### src/rtl/mem_arbiter.sv
// Two-port (instruction/data) round-robin arbiter in front of one main-memory port.
// Latency: grant one edge after the request, completion on the first edge with MEM_BUSYWAIT low, one DONE cycle.
// Backpressure: requesters stall on X_BUSYWAIT; memory stalls the served transfer by holding MEM_BUSYWAIT high.
module mem_arbiter #(
   parameter int ADDR_WIDTH = 32,
   parameter int DATA_WIDTH = 32
) (
   input  logic                  CLK,
   input  logic                  RESET,
   input  logic                  I_READ,
   input  logic [ADDR_WIDTH-1:0] I_ADDRESS,
   output logic [DATA_WIDTH-1:0] I_READDATA,
   output logic                  I_BUSYWAIT,
   input  logic                  D_READ,
   input  logic                  D_WRITE,
   input  logic [ADDR_WIDTH-1:0] D_ADDRESS,
   input  logic [DATA_WIDTH-1:0] D_WRITEDATA,
   output logic [DATA_WIDTH-1:0] D_READDATA,
   output logic                  D_BUSYWAIT,
   output logic                  MEM_READ,
   output logic                  MEM_WRITE,
   output logic [ADDR_WIDTH-1:0] MEM_ADDRESS,
   output logic [DATA_WIDTH-1:0] MEM_WRITEDATA,
   input  logic [DATA_WIDTH-1:0] MEM_READDATA,
   input  logic                  MEM_BUSYWAIT
);

   typedef enum logic [1:0] {
      IDLE    = 2'd0,
      SERVE_I = 2'd1,
      SERVE_D = 2'd2,
      DONE    = 2'd3
   } state_t;

   localparam logic PORT_I = 1'b0;
   localparam logic PORT_D = 1'b1;

   state_t                  state_q;
   state_t                  state_d;
   logic                    last_q;      // port served by the most recent completed transfer
   logic                    grant_i;
   logic                    grant_d;
   logic                    xfer_done;
   logic                    i_req;
   logic                    d_req;
   logic                    in_done;

   // Latched transfer registers; the memory side only ever sees these.
   logic [ADDR_WIDTH-1:0]   addr_q;
   logic [DATA_WIDTH-1:0]   wdata_q;
   logic                    mem_read_q;
   logic                    mem_write_q;
   logic [DATA_WIDTH-1:0]   i_rdata_q;
   logic [DATA_WIDTH-1:0]   d_rdata_q;

   assign i_req = I_READ;
   assign d_req = D_READ | D_WRITE;

   // Next-state and grant decision; on a tie the port that was not served last wins.
   always_comb begin
      state_d   = state_q;
      grant_i   = 1'b0;
      grant_d   = 1'b0;
      xfer_done = 1'b0;
      case (state_q)
         IDLE: begin
            if (i_req && d_req) begin
               if (last_q == PORT_I) begin
                  grant_d = 1'b1;
               end else begin
                  grant_i = 1'b1;
               end
            end else if (i_req) begin
               grant_i = 1'b1;
            end else if (d_req) begin
               grant_d = 1'b1;
            end
            if (grant_i) begin
               state_d = SERVE_I;
            end else if (grant_d) begin
               state_d = SERVE_D;
            end
         end
         SERVE_I, SERVE_D: begin
            if (!MEM_BUSYWAIT) begin
               xfer_done = 1'b1;
               state_d   = DONE;
            end
         end
         DONE: begin
            // Turnaround cycle: strobes are low and no grant is made here.
            state_d = IDLE;
         end
         default: begin
            state_d = IDLE;
         end
      endcase
   end

   // State register.
   always_ff @(posedge CLK) begin
      if (RESET) begin
         state_q <= IDLE;
      end else begin
         state_q <= state_d;
      end
   end

   // Remember the served port at completion; reset value makes the first tie go to D.
   always_ff @(posedge CLK) begin
      if (RESET) begin
         last_q <= PORT_I;
      end else if (xfer_done) begin
         last_q <= (state_q == SERVE_D) ? PORT_D : PORT_I;
      end
   end

   // Capture address, data and operation at grant; drop the strobe at completion.
   always_ff @(posedge CLK) begin
      if (RESET) begin
         addr_q      <= '0;
         wdata_q     <= '0;
         mem_read_q  <= 1'b0;
         mem_write_q <= 1'b0;
      end else if (grant_d) begin
         addr_q      <= D_ADDRESS;
         wdata_q     <= D_WRITEDATA;
         // A simultaneous read and write request is issued as a write.
         mem_write_q <= D_WRITE;
         mem_read_q  <= D_READ & ~D_WRITE;
      end else if (grant_i) begin
         addr_q      <= I_ADDRESS;
         wdata_q     <= '0;
         mem_write_q <= 1'b0;
         mem_read_q  <= 1'b1;
      end else if (xfer_done) begin
         mem_write_q <= 1'b0;
         mem_read_q  <= 1'b0;
      end
   end

   // Read data is captured even if the requester has already dropped its request.
   always_ff @(posedge CLK) begin
      if (RESET) begin
         i_rdata_q <= '0;
         d_rdata_q <= '0;
      end else if (xfer_done && mem_read_q) begin
         if (state_q == SERVE_I) begin
            i_rdata_q <= MEM_READDATA;
         end else begin
            d_rdata_q <= MEM_READDATA;
         end
      end
   end

   // While reset is held the DONE release is suppressed so BUSYWAIT just follows the request.
   assign in_done    = (state_q == DONE) && !RESET;
   assign I_BUSYWAIT = i_req && !(in_done && (last_q == PORT_I));
   assign D_BUSYWAIT = d_req && !(in_done && (last_q == PORT_D));

   assign MEM_READ      = mem_read_q;
   assign MEM_WRITE     = mem_write_q;
   assign MEM_ADDRESS   = addr_q;
   assign MEM_WRITEDATA = wdata_q;
   assign I_READDATA    = i_rdata_q;
   assign D_READDATA    = d_rdata_q;

endmodule

### config.mk
export PLATFORM = sky130hd
export DESIGN_NAME = mem_arbiter
export DESIGN_NICKNAME = d
export VERILOG_FILES = /design/src/rtl/mem_arbiter.sv
export SDC_FILE = /design/constraint.sdc
export NUM_CORES = 1
export LEC_CHECK = 0
export CORE_MARGIN = 1.5
export CORE_UTILIZATION = 36
export DETAILED_ROUTE_END_ITERATION = 6
export PLACE_DENSITY = 0.85
export SYNTH_ARGS = -nofsm -noshare
export SYNTH_HDL_FRONTEND = slang
export SYNTH_SLANG_ARGS = --single-unit
### constraint.sdc
create_clock -name CLK -period 1.5 [get_ports CLK]
set_input_delay 0.3 -clock CLK [delete_from_list [all_inputs] [get_ports CLK]]
set_output_delay 0.3 -clock CLK [all_outputs]
set_load 0.01 [all_outputs]
==> results.txt, run 1 <==
Physical design

At the pin with the least slew margin, the transition time is 0.683 ns. Among the non-sequential cells, AND-OR/OR-AND gates take the most area. The final layout contains just over 1000 nets. Setup slack on the critical path of the routed design comes to -0.189 ns. Summed over its instances, the top area cell type makes up 51.4% of the synthesized netlist area.

After detailed routing, the number of remaining DRC violations is 0. The arrival time of data at the worst endpoint is listed as about 2.0 ns. The hold buffer count at CTS stands at 0. The proportion of layout cells with a drive suffix above 1 stands at 20.2%.

The static power due to leakage stands at 3.97 nW. Per the synth log, the flip-flop and latch total comes to 133. The setup-violating endpoint count in the final report stands at roughly 130. The checks that failed: negative setup slack. The row count stands at 43.

The via count of the first global-routing pass was 5480. Per the detail_route report, routed wire per instance is around 19 um. The required time at the worst endpoint is listed as roughly 1.8 ns.

In this run the full chip footprint comes out at 15100 um^2. The flow ran to the end, but the final reports show violations. The largest net degree at the start of global routing stands at approximately 57. The synthesis stats list as the most numerous cell sky130_fd_sc_hd__dfxtp_1. For this design the ratio of total power to cell area is 1770 nW/um^2. The share of synthesized cell area in and, or, nand and nor gates stands at between 10 and 15%.
==> run 1: worst paths after layout <==
kind,cells past startpoint,end,startpoint
setup / recovery,9,I_READDATA[16]$_SDFFE_PP0P_,state_q[0]$_SDFFE_PP0P_
hold / removal,2,D_READDATA[6]$_SDFFE_PP0P_,D_READDATA[6]$_SDFFE_PP0P_
setup reg to reg,9,I_READDATA[16]$_SDFFE_PP0P_,state_q[0]$_SDFFE_PP0P_
hold reg to reg,2,D_READDATA[6]$_SDFFE_PP0P_,D_READDATA[6]$_SDFFE_PP0P_
==> run 1: metrics by stage <==
stage | instance area [um^2] | hold slack (ns) | setup TNS [ns] | utilization (%) | std cells
3_5_place_dp | 8120 | 0.446 | -26.95 | 58.1 | 1035
3_3_place_gp | 8120 | 0.441 | -25.77 | 58.1 | 1035
5_1_grt | 9700 | 0.454 | -17.52 | 69.3 | 1092
4_1_cts | 8900 | 0.443 | -5.16 | 63.6 | 1077
2_1_floorplan | 5200 | 0.436 | 0 | - | 615
6_report | 9700 | 0.450 | -10.68 | 69.3 | 1092
==> run 1: final cells by class <==
class	instances	area, um^2
clock buffer	21	470
multi-input combinational	418	2820
timing repair buffer	326	3370
tap	180	225
sequential	133	2670
inverter	5	27.5
clock inverter	9	126
fill	1045	4290
==> run 1: report_power, final <==
| group | internal (mW) | leakage [nW] | switching [mW] | total, mW |
|---|---|---|---|---|
| clock network | 2.72 | 0.295 | 1.52 | 4.24 |
| registers | 4.25 | 1.09 | 0.383 | 4.63 |
| logic | 4.02 | 2.59 | 4.30 | 8.32 |
==> run 1: per-layer routing <==
| layer | GRT usage, % | part of all wire [%] |
|---|---|---|
| met5 | 0 | 0 |
| met4 | 9.81 | 3.2 |
| met3 | 6.83 | 7.1 |
| met2 | 39.3 | 49 |
| met1 | 28.7 | 40 |
Run 1, metal layers overlaid:
Scale bar: 20 um. Two of the layers only.
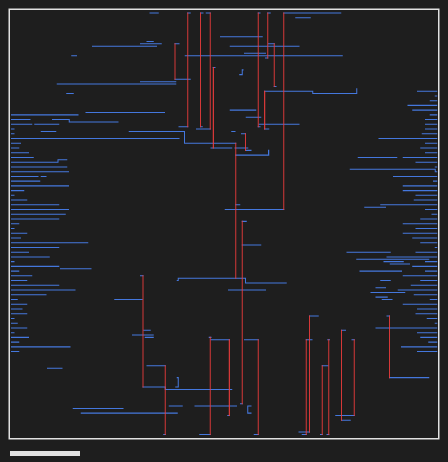
M3: drawn in blue, wire length 1480 um. M4: drawn in red, wire length 654 um.
overall fraction of global-route tracks in use: 23.7%
vias post-DR: 5858

Run 1, gate families picked out:
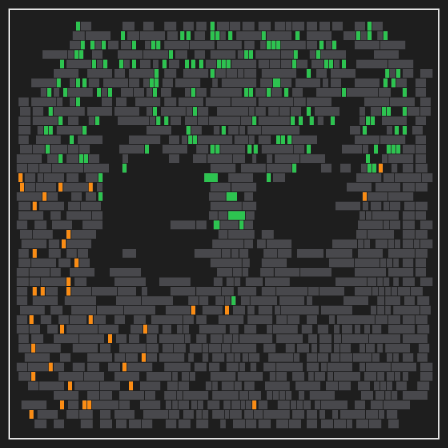
nor cells: drawn in orange, cells 35, most used nor2_1. nand cells: drawn in green, cells 134, most used nand2_1.

Run 1, placement by cell class:
Scale bar: 20 um.
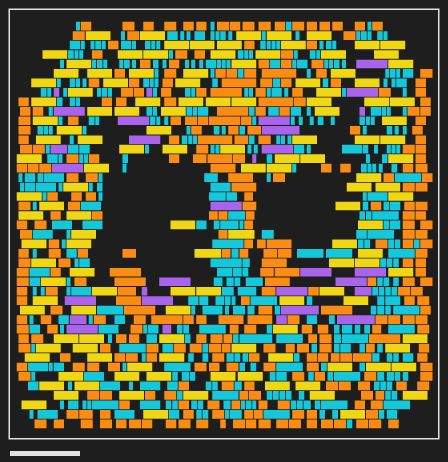
registers: drawn in yellow, cells 133. remaining buffers and delay cells: drawn in orange, cells 326. clock drivers and dummy loads: drawn in purple, cells 30. remaining logic cells: drawn in cyan, cells 423.

Run 1, sequential cells colored by netlist name:
Scale bar: 20 um. Other sequential cells in the stronger gray, the rest of the logic in the fainter gray.
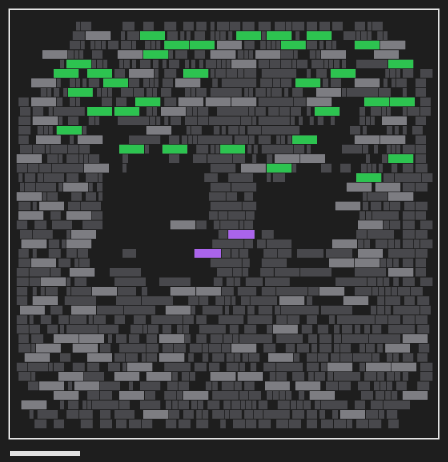
D_READDATA: drawn in green, placed flops 32. state_q: drawn in purple, placed flops 2.
Another 99 sequential cells are not colored.
sequential group power: 4.63 mW
sequential cell area in the final layout: 2670 um^2

==> run 2: changes to the inputs <==
CORE_UTILIZATION = 51   (was 36)
CTS_CLUSTER_DIAMETER = 30   (was unset)
DONT_BUFFER_PORTS = 1   (was unset)
PLACE_DENSITY = 0.77   (was 0.85)
Run 2, metal layers overlaid:
Scale bar: 20 um. Two of the layers only.
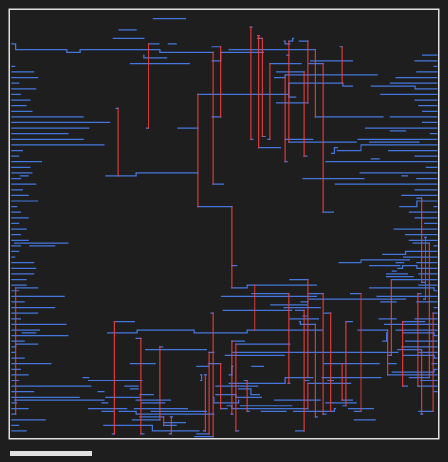
M3: drawn in blue, wire length 2070 um. M4: drawn in red, wire length 996 um.
vias post-DR: 5289
overall fraction of global-route tracks in use: 27.5%
total wire length: 19.6 mm
Routed wire per std cell: 24.4 um

==> results.txt, run 2 <==
Physical design

The hold violation total from the final report stands at ~100. In the routed design, unresolved DRC markers number 0. The static power due to leakage stands at 2.61 nW.

After the last flow step, the layout net total stands at 797. After floorplanning, the die was sized to cover ~11000 um^2. The critical path arrival stands at 2.16 ns. The top cell type by area accounts for 51.4% of the synthesized area. The final reports fail on negative hold slack, negative setup slack.

The tightest hold path in the finished design has a slack of -0.134 ns. The filler cells instantiated in the layout total 624. The last timing report of the flow puts the setup violation total at ~130. The minimum setup slack in the final design stands at -0.272 ns. Per the placement report, the placed cell count is 704. For the completed layout, the total cell area is recorded as 7410 um^2. The number of standard cells in the final layout excluding fillers stands at 803. The worst register-to-register path ends at MEM_ADDRESS[21]$_SDFFE_PP0P_. Looking at the reg2reg group, the worst path starts from state_q[0]$_SDFFE_PP0P_. The instance area at placement stands at approximately 5300 um^2.

The pin slew with the least headroom to its limit stands at 0.785 ns. The flow ran to the end, but the final reports show violations. The launch point of the worst min-delay path is recorded as RESET.
## run 2: routing by layer
layer	up-vias	GRT usage [%]	routed length, um
met5	-	0	0
met4	0	13.1	995
met3	106	10.3	2070
met2	407	47.6	9610
met1	2490	29.7	6900
li1	2286	-	-
## run 2: cells by family (layout without fill, tap and decap cells)
| group | count (synthesis) | in the layout |
|---|---|---|
| and+or+nand+nor | 174 | 174 |
| muxes | 1 | 1 |
| buffers and inverters | 64 | 117 |
| AOI/OAI and AO/OA | 239 | 241 |
| adders and majority gates | 4 | 4 |
| DFF | 133 | 133 |
## run 2: critical path, stage by stage, from the launching register on
cell and delay (ns):
sky130_fd_sc_hd__dfxtp_2 0.33, sky130_fd_sc_hd__buf_4 0.13, sky130_fd_sc_hd__buf_6 0.11, sky130_fd_sc_hd__inv_4 0.05
sky130_fd_sc_hd__ha_4 0.18, sky130_fd_sc_hd__buf_12 0.13, sky130_fd_sc_hd__clkinvlp_4 0.18, sky130_fd_sc_hd__buf_12 0.22
sky130_fd_sc_hd__o21ai_1 0.19, sky130_fd_sc_hd__a21oi_1 0.11
## run 2: layout make-up
type	count	area (um^2)	share of cell area [%]
multi-input combinational	420	2860	38.5
tap	133	166	2.25
clock inverter	12	131	1.77
sequential	133	2670	36.0
timing repair buffer	82	1140	15.3
inverter	5	25.0	0.338
clock buffer	18	428	5.77
## run 2: per-stage QoR
stage	TNS, ns	util, %
3_3_place_gp	0	53.7
3_5_place_dp	-0.198	53.7
5_1_grt	-23.95	75.5
6_report	-18.50	75.5
4_1_cts	-3.03	65.0
2_1_floorplan	0	-
## run 2: power by group
| part | switching, mW | internal (mW) |
|---|---|---|
| Combinational | 3.60 | 3.09 |
| Sequential | 0.882 | 4.26 |
| Clock | 1.57 | 2.39 |
Power and IR drop assume default switching activity.
